`src/rtl/alu_issue_stage_pkg.sv`:
```
// ============================================================================
// alu_issue_stage_pkg : ALU codes, RV32 opcodes, issue record and bubble value
// Revision 1.0
// ============================================================================
`default_nettype none

package alu_issue_stage_pkg;

  localparam int ISSUE_XLEN = 32;

  typedef enum logic [3:0] {
    ALU_SLL  = 4'd0,
    ALU_SRL  = 4'd1,
    ALU_SRA  = 4'd2,
    ALU_ADD  = 4'd3,
    ALU_SUB  = 4'd4,
    ALU_XOR  = 4'd5,
    ALU_OR   = 4'd6,
    ALU_AND  = 4'd7,
    ALU_SLT  = 4'd8,
    ALU_SLTU = 4'd9,
    ALU_LUI  = 4'd10
  } alu_op_e;

  localparam logic [6:0] OPC_OP     = 7'b0110011;
  localparam logic [6:0] OPC_OP_IMM = 7'b0010011;
  localparam logic [6:0] OPC_LUI    = 7'b0110111;
  localparam logic [6:0] OPC_AUIPC  = 7'b0010111;
  localparam logic [6:0] OPC_JAL    = 7'b1101111;
  localparam logic [6:0] OPC_JALR   = 7'b1100111;
  localparam logic [6:0] OPC_LOAD   = 7'b0000011;
  localparam logic [6:0] OPC_STORE  = 7'b0100011;
  localparam logic [6:0] OPC_BRANCH = 7'b1100011;

  typedef enum logic [1:0] {
    OP1_RS1  = 2'd0,
    OP1_PC   = 2'd1,
    OP1_ZERO = 2'd2
  } op1_sel_e;

  typedef enum logic {
    OP2_RS2 = 1'b0,
    OP2_IMM = 1'b1
  } op2_sel_e;

  typedef struct packed {
    logic                  valid;
    logic                  illegal;
    alu_op_e               alu_ctrl;
    logic [ISSUE_XLEN-1:0] operand1;
    logic [ISSUE_XLEN-1:0] operand2;
    logic [ISSUE_XLEN-1:0] store_data;
    logic [4:0]            rd;
    logic                  reg_write;
    logic                  mem_read;
    logic                  mem_write;
  } issue_t;

  localparam issue_t ISSUE_BUBBLE = '{
    valid:      1'b0,
    illegal:    1'b0,
    alu_ctrl:   ALU_ADD,
    operand1:   '0,
    operand2:   '0,
    store_data: '0,
    rd:         5'd0,
    reg_write:  1'b0,
    mem_read:   1'b0,
    mem_write:  1'b0
  };

endpackage

`default_nettype wire

```
`src/rtl/alu_op_decode.sv`:
```
// ============================================================================
// alu_op_decode : combinational RV32I decode to ALU op, operand selects, imm
// Revision 1.0
// ============================================================================
`default_nettype none

module alu_op_decode
  import alu_issue_stage_pkg::*;
(
  input  logic [31:0] instr,
  output alu_op_e     alu_ctrl,
  output op1_sel_e    op1_sel,
  output op2_sel_e    op2_sel,
  output logic [31:0] imm,
  output logic        reg_write,
  output logic        mem_read,
  output logic        mem_write,
  output logic        illegal
);

  logic [6:0]  opcode;
  logic [2:0]  funct3;
  logic [6:0]  funct7;
  logic [31:0] imm_i;
  logic [31:0] imm_s;
  logic [31:0] imm_u;

  assign opcode = instr[6:0];
  assign funct3 = instr[14:12];
  assign funct7 = instr[31:25];
  assign imm_i  = {{20{instr[31]}}, instr[31:20]};
  assign imm_s  = {{20{instr[31]}}, instr[31:25], instr[11:7]};
  assign imm_u  = {instr[31:12], 12'b0};

  always_comb begin
    alu_ctrl  = ALU_ADD;
    op1_sel   = OP1_RS1;
    op2_sel   = OP2_IMM;
    imm       = '0;
    reg_write = 1'b0;
    mem_read  = 1'b0;
    mem_write = 1'b0;
    illegal   = 1'b0;

    case (opcode)
      OPC_OP: begin
        op2_sel   = OP2_RS2;
        reg_write = 1'b1;
        case ({funct7, funct3})
          10'b0000000_000: alu_ctrl = ALU_ADD;
          10'b0000000_001: alu_ctrl = ALU_SLL;
          10'b0000000_010: alu_ctrl = ALU_SLT;
          10'b0000000_011: alu_ctrl = ALU_SLTU;
          10'b0000000_100: alu_ctrl = ALU_XOR;
          10'b0000000_101: alu_ctrl = ALU_SRL;
          10'b0000000_110: alu_ctrl = ALU_OR;
          10'b0000000_111: alu_ctrl = ALU_AND;
          10'b0100000_000: alu_ctrl = ALU_SUB;
          10'b0100000_101: alu_ctrl = ALU_SRA;
          default:         illegal  = 1'b1;
        endcase
      end
      OPC_OP_IMM: begin
        imm       = imm_i;
        reg_write = 1'b1;
        case (funct3)
          3'b000: alu_ctrl = ALU_ADD;
          3'b010: alu_ctrl = ALU_SLT;
          3'b011: alu_ctrl = ALU_SLTU;
          3'b100: alu_ctrl = ALU_XOR;
          3'b110: alu_ctrl = ALU_OR;
          3'b111: alu_ctrl = ALU_AND;
          3'b001: begin
            imm      = {27'b0, instr[24:20]};
            alu_ctrl = ALU_SLL;
            illegal  = (funct7 != 7'b0000000);
          end
          default: begin
            // funct3 101: funct7 picks SRLI vs SRAI
            imm = {27'b0, instr[24:20]};
            if (funct7 == 7'b0000000) begin
              alu_ctrl = ALU_SRL;
            end else if (funct7 == 7'b0100000) begin
              alu_ctrl = ALU_SRA;
            end else begin
              illegal = 1'b1;
            end
          end
        endcase
      end
      OPC_LUI: begin
        op1_sel   = OP1_ZERO;
        imm       = imm_u;
        alu_ctrl  = ALU_LUI;
        reg_write = 1'b1;
      end
      OPC_AUIPC: begin
        op1_sel   = OP1_PC;
        imm       = imm_u;
        reg_write = 1'b1;
      end
      OPC_JAL: begin
        op1_sel   = OP1_PC;
        imm       = 32'd4;
        reg_write = 1'b1;
      end
      OPC_JALR: begin
        op1_sel   = OP1_PC;
        imm       = 32'd4;
        reg_write = 1'b1;
        illegal   = (funct3 != 3'b000);
      end
      OPC_LOAD: begin
        imm       = imm_i;
        mem_read  = 1'b1;
        reg_write = 1'b1;
      end
      OPC_STORE: begin
        imm       = imm_s;
        mem_write = 1'b1;
      end
      OPC_BRANCH: begin
        op2_sel  = OP2_RS2;
        alu_ctrl = ALU_SUB;
      end
      default: illegal = 1'b1;
    endcase

    if (illegal) begin
      alu_ctrl  = ALU_ADD;
      reg_write = 1'b0;
      mem_read  = 1'b0;
      mem_write = 1'b0;
    end
  end

endmodule

`default_nettype wire

```
`src/rtl/alu_issue_stage.sv`:
```
// ============================================================================
// alu_issue_stage : registered ID/EX issue stage with stall/flush/reset priority
// Revision 1.0
// ============================================================================
`default_nettype none

module alu_issue_stage
  import alu_issue_stage_pkg::*;
#(
  parameter int XLEN = 32
) (
  input  logic            clk,
  input  logic            rst_n,
  input  logic            valid_in,
  input  logic [31:0]     instr,
  input  logic [XLEN-1:0] pc,
  input  logic [XLEN-1:0] rs1_data,
  input  logic [XLEN-1:0] rs2_data,
  input  logic            stall,
  input  logic            flush,
  output logic            valid_out,
  output logic [3:0]      alu_ctrl,
  output logic [XLEN-1:0] operand1,
  output logic [XLEN-1:0] operand2,
  output logic [XLEN-1:0] store_data,
  output logic [4:0]      rd,
  output logic            reg_write,
  output logic            mem_read,
  output logic            mem_write,
  output logic            illegal
);

  alu_op_e     dec_alu_ctrl;
  op1_sel_e    dec_op1_sel;
  op2_sel_e    dec_op2_sel;
  logic [31:0] dec_imm;
  logic        dec_reg_write;
  logic        dec_mem_read;
  logic        dec_mem_write;
  logic        dec_illegal;

  issue_t load_val;
  issue_t issue_d;
  issue_t issue_q;

  alu_op_decode u_decode (
    .instr     (instr),
    .alu_ctrl  (dec_alu_ctrl),
    .op1_sel   (dec_op1_sel),
    .op2_sel   (dec_op2_sel),
    .imm       (dec_imm),
    .reg_write (dec_reg_write),
    .mem_read  (dec_mem_read),
    .mem_write (dec_mem_write),
    .illegal   (dec_illegal)
  );

  always_comb begin
    load_val = ISSUE_BUBBLE;
    if (valid_in) begin
      load_val.valid     = 1'b1;
      load_val.illegal   = dec_illegal;
      load_val.alu_ctrl  = dec_alu_ctrl;
      load_val.mem_read  = dec_mem_read;
      load_val.mem_write = dec_mem_write;
      load_val.rd        = dec_illegal ? 5'd0 : instr[11:7];
      // x0 is never written, whatever the opcode says
      load_val.reg_write = dec_reg_write && (instr[11:7] != 5'd0);
      if (!dec_illegal) begin
        case (dec_op1_sel)
          OP1_PC:   load_val.operand1 = pc;
          OP1_ZERO: load_val.operand1 = '0;
          default:  load_val.operand1 = rs1_data;
        endcase
        load_val.operand2   = (dec_op2_sel == OP2_RS2) ? rs2_data : dec_imm;
        load_val.store_data = dec_mem_write ? rs2_data : '0;
      end
    end
  end

  always_comb begin
    issue_d = load_val;
    if (flush) begin
      issue_d = ISSUE_BUBBLE;
    end else if (stall) begin
      issue_d = issue_q;
    end
  end

  always_ff @(posedge clk) begin
    if (!rst_n) begin
      issue_q <= ISSUE_BUBBLE;
    end else begin
      issue_q <= issue_d;
    end
  end

  assign valid_out  = issue_q.valid;
  assign illegal    = issue_q.illegal;
  assign alu_ctrl   = issue_q.alu_ctrl;
  assign operand1   = issue_q.operand1;
  assign operand2   = issue_q.operand2;
  assign store_data = issue_q.store_data;
  assign rd         = issue_q.rd;
  assign reg_write  = issue_q.reg_write;
  assign mem_read   = issue_q.mem_read;
  assign mem_write  = issue_q.mem_write;

endmodule

`default_nettype wire

```
`config.mk`:
```
export PLATFORM = sky130hd
export DESIGN_NAME = alu_issue_stage
export DESIGN_NICKNAME = d
export VERILOG_FILES = /design/src/rtl/alu_issue_stage_pkg.sv /design/src/rtl/alu_op_decode.sv /design/src/rtl/alu_issue_stage.sv
export SDC_FILE = /design/constraint.sdc
export NUM_CORES = 1
export LEC_CHECK = 0
export ABC_AREA = 0
export CAP_MARGIN = 20
export CORE_ASPECT_RATIO = 1.5
export CORE_MARGIN = 2
export CORE_UTILIZATION = 25
export CTS_CLUSTER_DIAMETER = 150
export DETAILED_ROUTE_END_ITERATION = 8
export PLACE_DENSITY = 0.57
export SLEW_MARGIN = 20
export SYNTH_ARGS = -nofsm -noshare
export SYNTH_HDL_FRONTEND = slang
export SYNTH_SLANG_ARGS = --single-unit
```
`constraint.sdc`:
```
create_clock -name clk -period 3.1 [get_ports clk]
set_input_delay 0.31 -clock clk [delete_from_list [all_inputs] [get_ports clk]]
set_output_delay 0.31 -clock clk [all_outputs]
set_load 0.02 [all_outputs]
```
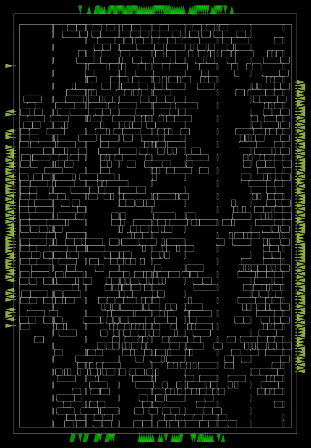
(cell outlines without signal wires)
core area: 0.01924 mm^2
Fillers: 1992

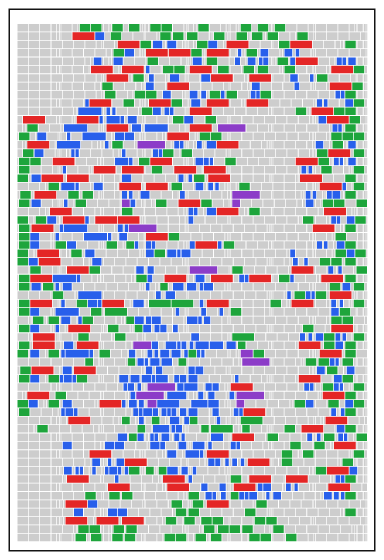
(cell classes on the final placement)
Fill, decap, tap and diode cells in gray.
red -> sequential cells  # cells 110
blue -> remaining logic cells  # cells 380
green -> remaining buffers and delay cells  # cells 267
purple -> clock drivers and dummy loads  # cells 15

==> qor.csv <==
stage,metric,value,unit
power,ir_worst_vdd,0.0002140,V
synth,async_flop_share,0,%
synth,simple_gate_area_share,14.45,%
global_routing,met1_usage,20.63,%
global_routing,grtUsageMet3,5.195,%
synth,syn_area,0.004918,mm^2
cells_and_area,comb_cells,370,
drt,routed_wl,18520,um
setup_path,reg2reg_to,alu_ctrl[1]$_SDFFE_PP1N_,
setup_path,crit_path_max_incr_delay,0.49,ns
drt,wl_per_cell,18.01,um
global_routing,grt-busiest-layer,met2,
power,power_frac_clock,39.0,%
global_routing,antenna_found_initial,0,
power,power.switching,740.6,uW
global_routing,grtUsageMet2,31.15,%
cells_and_area,dominant_cells,non-clock buffers,
cells_and_area,logic_area,0.002477,mm^2
run_status,outcome,"complete, no violations",
clock_tree,tritoncts,done,
global_routing,grt_pass1_wl,28610,um
clock_tree,cts_root_buf,clkbuf_16,
global_routing,grt_pass1_vias,4993,
placed_design,pre_cts_ws,0.2848,ns
clock_tree,cts_inserted_buffers,9,
cells_and_area,regArea,0.002202,mm^2
sta,rsz0062_at_grt,false,
placed_design,dp_hpwl,14130,um
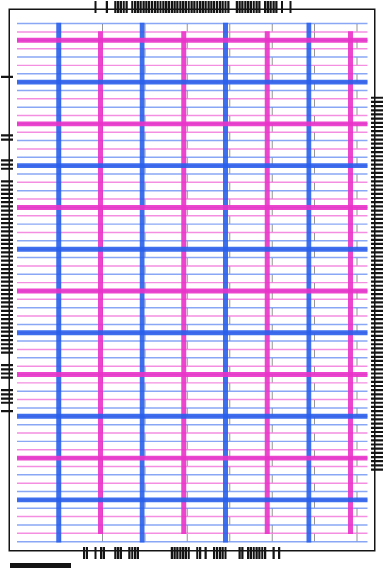
(supply network)
Bar = 20 um. Pins as bars on the die edge. Tap cells in gray.
blue -> VSS
magenta -> VDD
met5 straps = 12
rows = 62

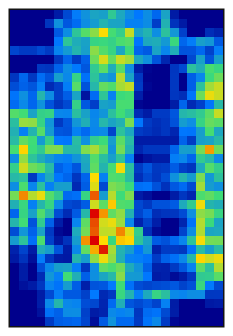
(wire density map)
The die is cut into 24 by 35 equal tiles; dark blue is low, red is high, scaled to the fullest tile. Values are wire area over tile area, all layers added.
mean over tiles = 0.14
tiles over half the peak = 17%
nearly empty tiles = 12%
fullest tile = 0.49

Power and IR drop assume default switching activity.
